Placement view:
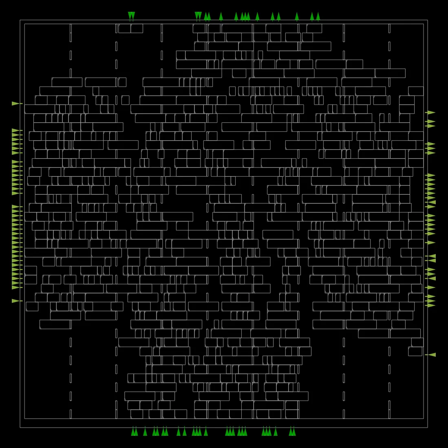
Signal wires by layer:
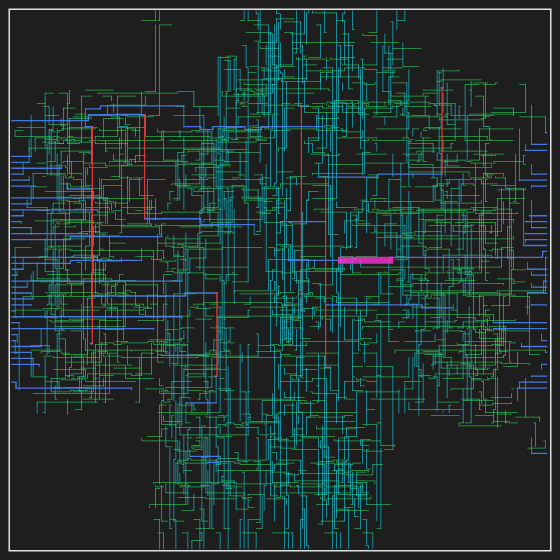
M1 wires:
Supply wires on this layer in gray.
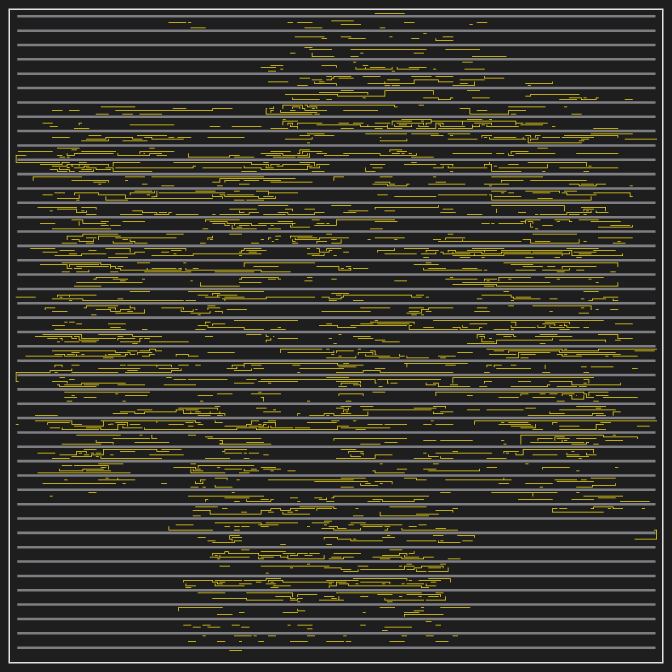
Placed cells, one color a class:
The bar under the picture is 20 µm long. Fill, decap, tap and diode cells in gray.
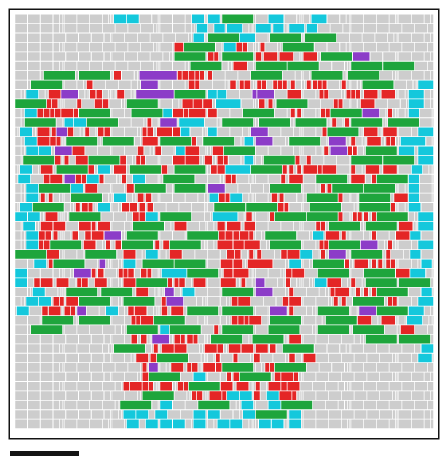
Design slice_serial_adder, sky130hd; sources not shown.
==> results.rst <==
Run summary
-----------

.. list-table::
   :header-rows: 1

   * - Metric
     - Value
   * - Status
     - complete, no violations
   * - Met2 WL
     - 5990 µm
   * - Fraction of synthesized cell area taken by the top area cell type
     - 58.8%
   * - Fin Clk Skew
     - 0.00973 ns
   * - Xor/xnor cell area share of the yosys netlist
     - 0.296%
   * - Combinational cell area excluding buffers and inverters
     - 2230 µm²
   * - Pwr per Cell Area
     - 1500 nW/µm²
   * - Post-CTS Hold Buffers
     - 1
   * - Buffers outside the clock class
     - 123
   * - CP Launch Type
     - flop
   * - Portion of the post-synthesis area used by sequential elements
     - 58.8%
   * - TNS Setup
     - 0 ns
   * - Total combinational power
     - 4.73 mW
   * - Req. time, crit path
     - 1.65 ns
   * - Achievable Freq
     - 0.499 GHz
   * - Total of max-cap violations
     - 0
   * - Sequential Area
     - 3480 µm²
   * - Total Nets Final
     - 724
   * - Unrepaired setup endpoints after global routing
     - no
   * - Final setup violation count
     - 0
   * - Count of instantiated cells in the yosys netlist
     - 540
   * - Number of buffer and inverter instances along the worst setup path
     - 1
   * - List of most frequent post-synthesis cells
     - sky130_fd_sc_hd__nand2_1, sky130_fd_sc_hd__dfrtp_1, sky130_fd_sc_hd__mux2i_1, sky130_fd_sc_hd__o21ai_0, sky130_fd_sc_hd__mux2_2
   * - Cell total after placement
     - 812
   * - Largest cells by area after synthesis
     - sky130_fd_sc_hd__dfrtp_1, sky130_fd_sc_hd__mux2i_1, sky130_fd_sc_hd__nand2_1, sky130_fd_sc_hd__mux2_2, sky130_fd_sc_hd__o21ai_0
   * - Count of clock tree sinks
     - 139
   * - Clock distribution area overhead in the final layout
     - 5.29%
   * - Met3 layer wire length in the routed design
     - 799 µm
   * - Mux area share
     - 15.4%
   * - Maximum number of pins on one net before global-route repair
     - 77
   * - Worst Tran Pin Value
     - 0.552 ns
   * - Synthesized Nets
     - 616
   * - Multi-input gate share of total cell area
     - 29.2%
   * - Ao+oa area frac
     - 8.31%
   * - GRT met2 Usage
     - 28.9%
   * - Dominant kind of combinational cell
     - multiplexers
   * - Critical path's largest stage delay
     - 0.80 ns
   * - Slowest CP cell
     - sky130_fd_sc_hd__clkdlybuf4s50_1
   * - IO buf count
     - 106
   * - Worst hold margin
     - 0.449 ns
   * - Peak fanout along the critical path
     - 2
   * - Fraction of final layout cells with drive strength greater than 1
     - 12.1%
   * - Cell Type Count
     - 36
   * - Clock tree from TritonCTS
     - yes
   * - Routability congestion estimate from global placement
     - 0.733
   * - Cell count after synthesis
     - 540
   * - CTS H-tree lvls
     - 4
   * - Slew Limit Headroom
     - 63.3%
   * - Number of antenna violations at the first check in global routing
     - 1
   * - Max-slew violation total from the final report
     - 0
   * - Non-clock inverters
     - 5
   * - Clk latency late pin
     - 0.46 ns
   * - Post-synth area from yosys stat
     - 5910 µm²
   * - List of cells traversed by the critical path
     - clkdlybuf4s50_1
   * - Switching power
     - 4.65 mW
   * - Crit-path leading delay family
     - buffers and inverters
   * - Met1 WL
     - 5470 µm
   * - Path category of the worst min-delay check
     - in2async
   * - Number of detailed-route iterations in the first pass
     - 4
   * - Average cell area after synthesis
     - 11.0 µm²
   * - Proportion of power drawn by flip-flops and latches
     - 39.3%
   * - Number of design rule violations left after detail routing
     - 0
   * - Count of clock-net buffers in the final layout
     - 21
   * - Die outline width
     - 124 µm
   * - Worst-case setup margin in the final layout
     - 0.0562 ns
   * - Worst-case register-to-register setup slack
     - 0.22 ns
   * - Post-detailed-route count of antenna-violating nets
     - 0
   * - GR peak layer
     - met2
   * - Area-dominant class
     - registers
   * - Sw frac
     - 40.5%
   * - Number of cells on the worst reg-to-reg path
     - 5
   * - Area of the die
     - 15300 µm²
   * - Wire length of the first global-routing pass
     - 20500 µm
   * - Post-synthesis share of cell area spent on full adders, half adders and majority gates
     - 1.61%
   * - Biggest area consumer among synthesized cells
     - sky130_fd_sc_hd__dfrtp_1
   * - Placed Area
     - 7220 µm²
   * - GR Overflow Total
     - 0
   * - Most frequent cell after synthesis
     - sky130_fd_sc_hd__nand2_1
   * - Post-Syn Area
     - 5910 µm²
   * - Type of the worst setup path
     - reg2out
   * - Drt initial violations
     - 200
   * - Top cells excl fill/tap
     - sky130_fd_sc_hd__nand2_1, sky130_fd_sc_hd__dfrtp_1, sky130_fd_sc_hd__clkdlybuf4s50_1
   * - Met3 track utilization from global routing
     - 6.59%
   * - Tool warning count
     - 26
   * - Effective utilization at floorplan
     - 40.8%
   * - # resized after CTS
     - 15
   * - Async SR Flop Fraction
     - 100%
   * - Number of synthesized register bits
     - 139
   * - Post-CTS setup buffer count
     - 0
   * - Synthesis warning total
     - 0
   * - Final critical-path share of the clock period
     - 97.3%
   * - Min Tclk post-route
     - 2.00 ns
   * - Number of stages on the worst setup path
     - 1
   * - Top layer reached by signal wires
     - met5
   * - Clock-pin slew reported for the worst setup and hold paths after clock tree synthesis
     - 0.08 ns
   * - Worst setup EP type
     - primary output
   * - Antenna diode count
     - 0
   * - DP Worst Slack
     - 0.161 ns
   * - Post-synthesis share of cell area spent on and, or, nand and nor gates
     - 12.1%
   * - Leading cell type in the layout, fill and taps excluded
     - sky130_fd_sc_hd__nand2_1
   * - Vias in the first global route
     - 4276
   * - Total half-perimeter wirelength after legalization and detailed placement
     - 8850 µm
   * - Post-detailed-route via-to-cell ratio
     - 4.91
   * - Root Buffer Master
     - sky130_fd_sc_hd__clkbuf_8
   * - Total power after layout
     - 11.5 mW
   * - Clock network power
     - 2.24 mW
   * - Tapcell Cnt
     - 184
   * - Count of endpoints failing hold in the final timing report
     - 0
   * - Pint
     - 6.83 mW
   * - Predominant post-synthesis flop cell
     - sky130_fd_sc_hd__dfrtp_1
## Picture notes: 'placement view'
Seq/total area: 45.4%
count of sequential standard cells: 139
Core Footprint: 14500 µm²
count of non-filler cells in the finished layout: 844
Core Rows: 44

## Picture notes: 'signal wires by layer'
color	layer	wire length
blue	met3	799 µm
red	met4	203 µm
green	met1	5470 µm
cyan	met2	5990 µm
magenta	met5	11.0 µm
routed length per placed instance: 14.8 µm
Post-Route WL: 12500 µm

## Picture notes: 'M1 wires'
main direction	horizontal
longest straight run	34.5 µm
share of all routed wire	44%
wire length on this layer	5470 µm
met1 demand-to-capacity share in global routing: 21.6%
total via count in the routed design: 4143

## Picture notes: 'placed cells, one color a class'
color	class	cells	share of their area
green	flip-flops	139	47%
red	all other logic	367	30%
purple	clock drivers and dummy loads	31	5.5%
cyan	other buffers and delay cells	123	17%
summed area of non-filler cells in the final layout: 7660 µm²
final core occ: 52.9%

Power is estimated from default activity; no workload was simulated.
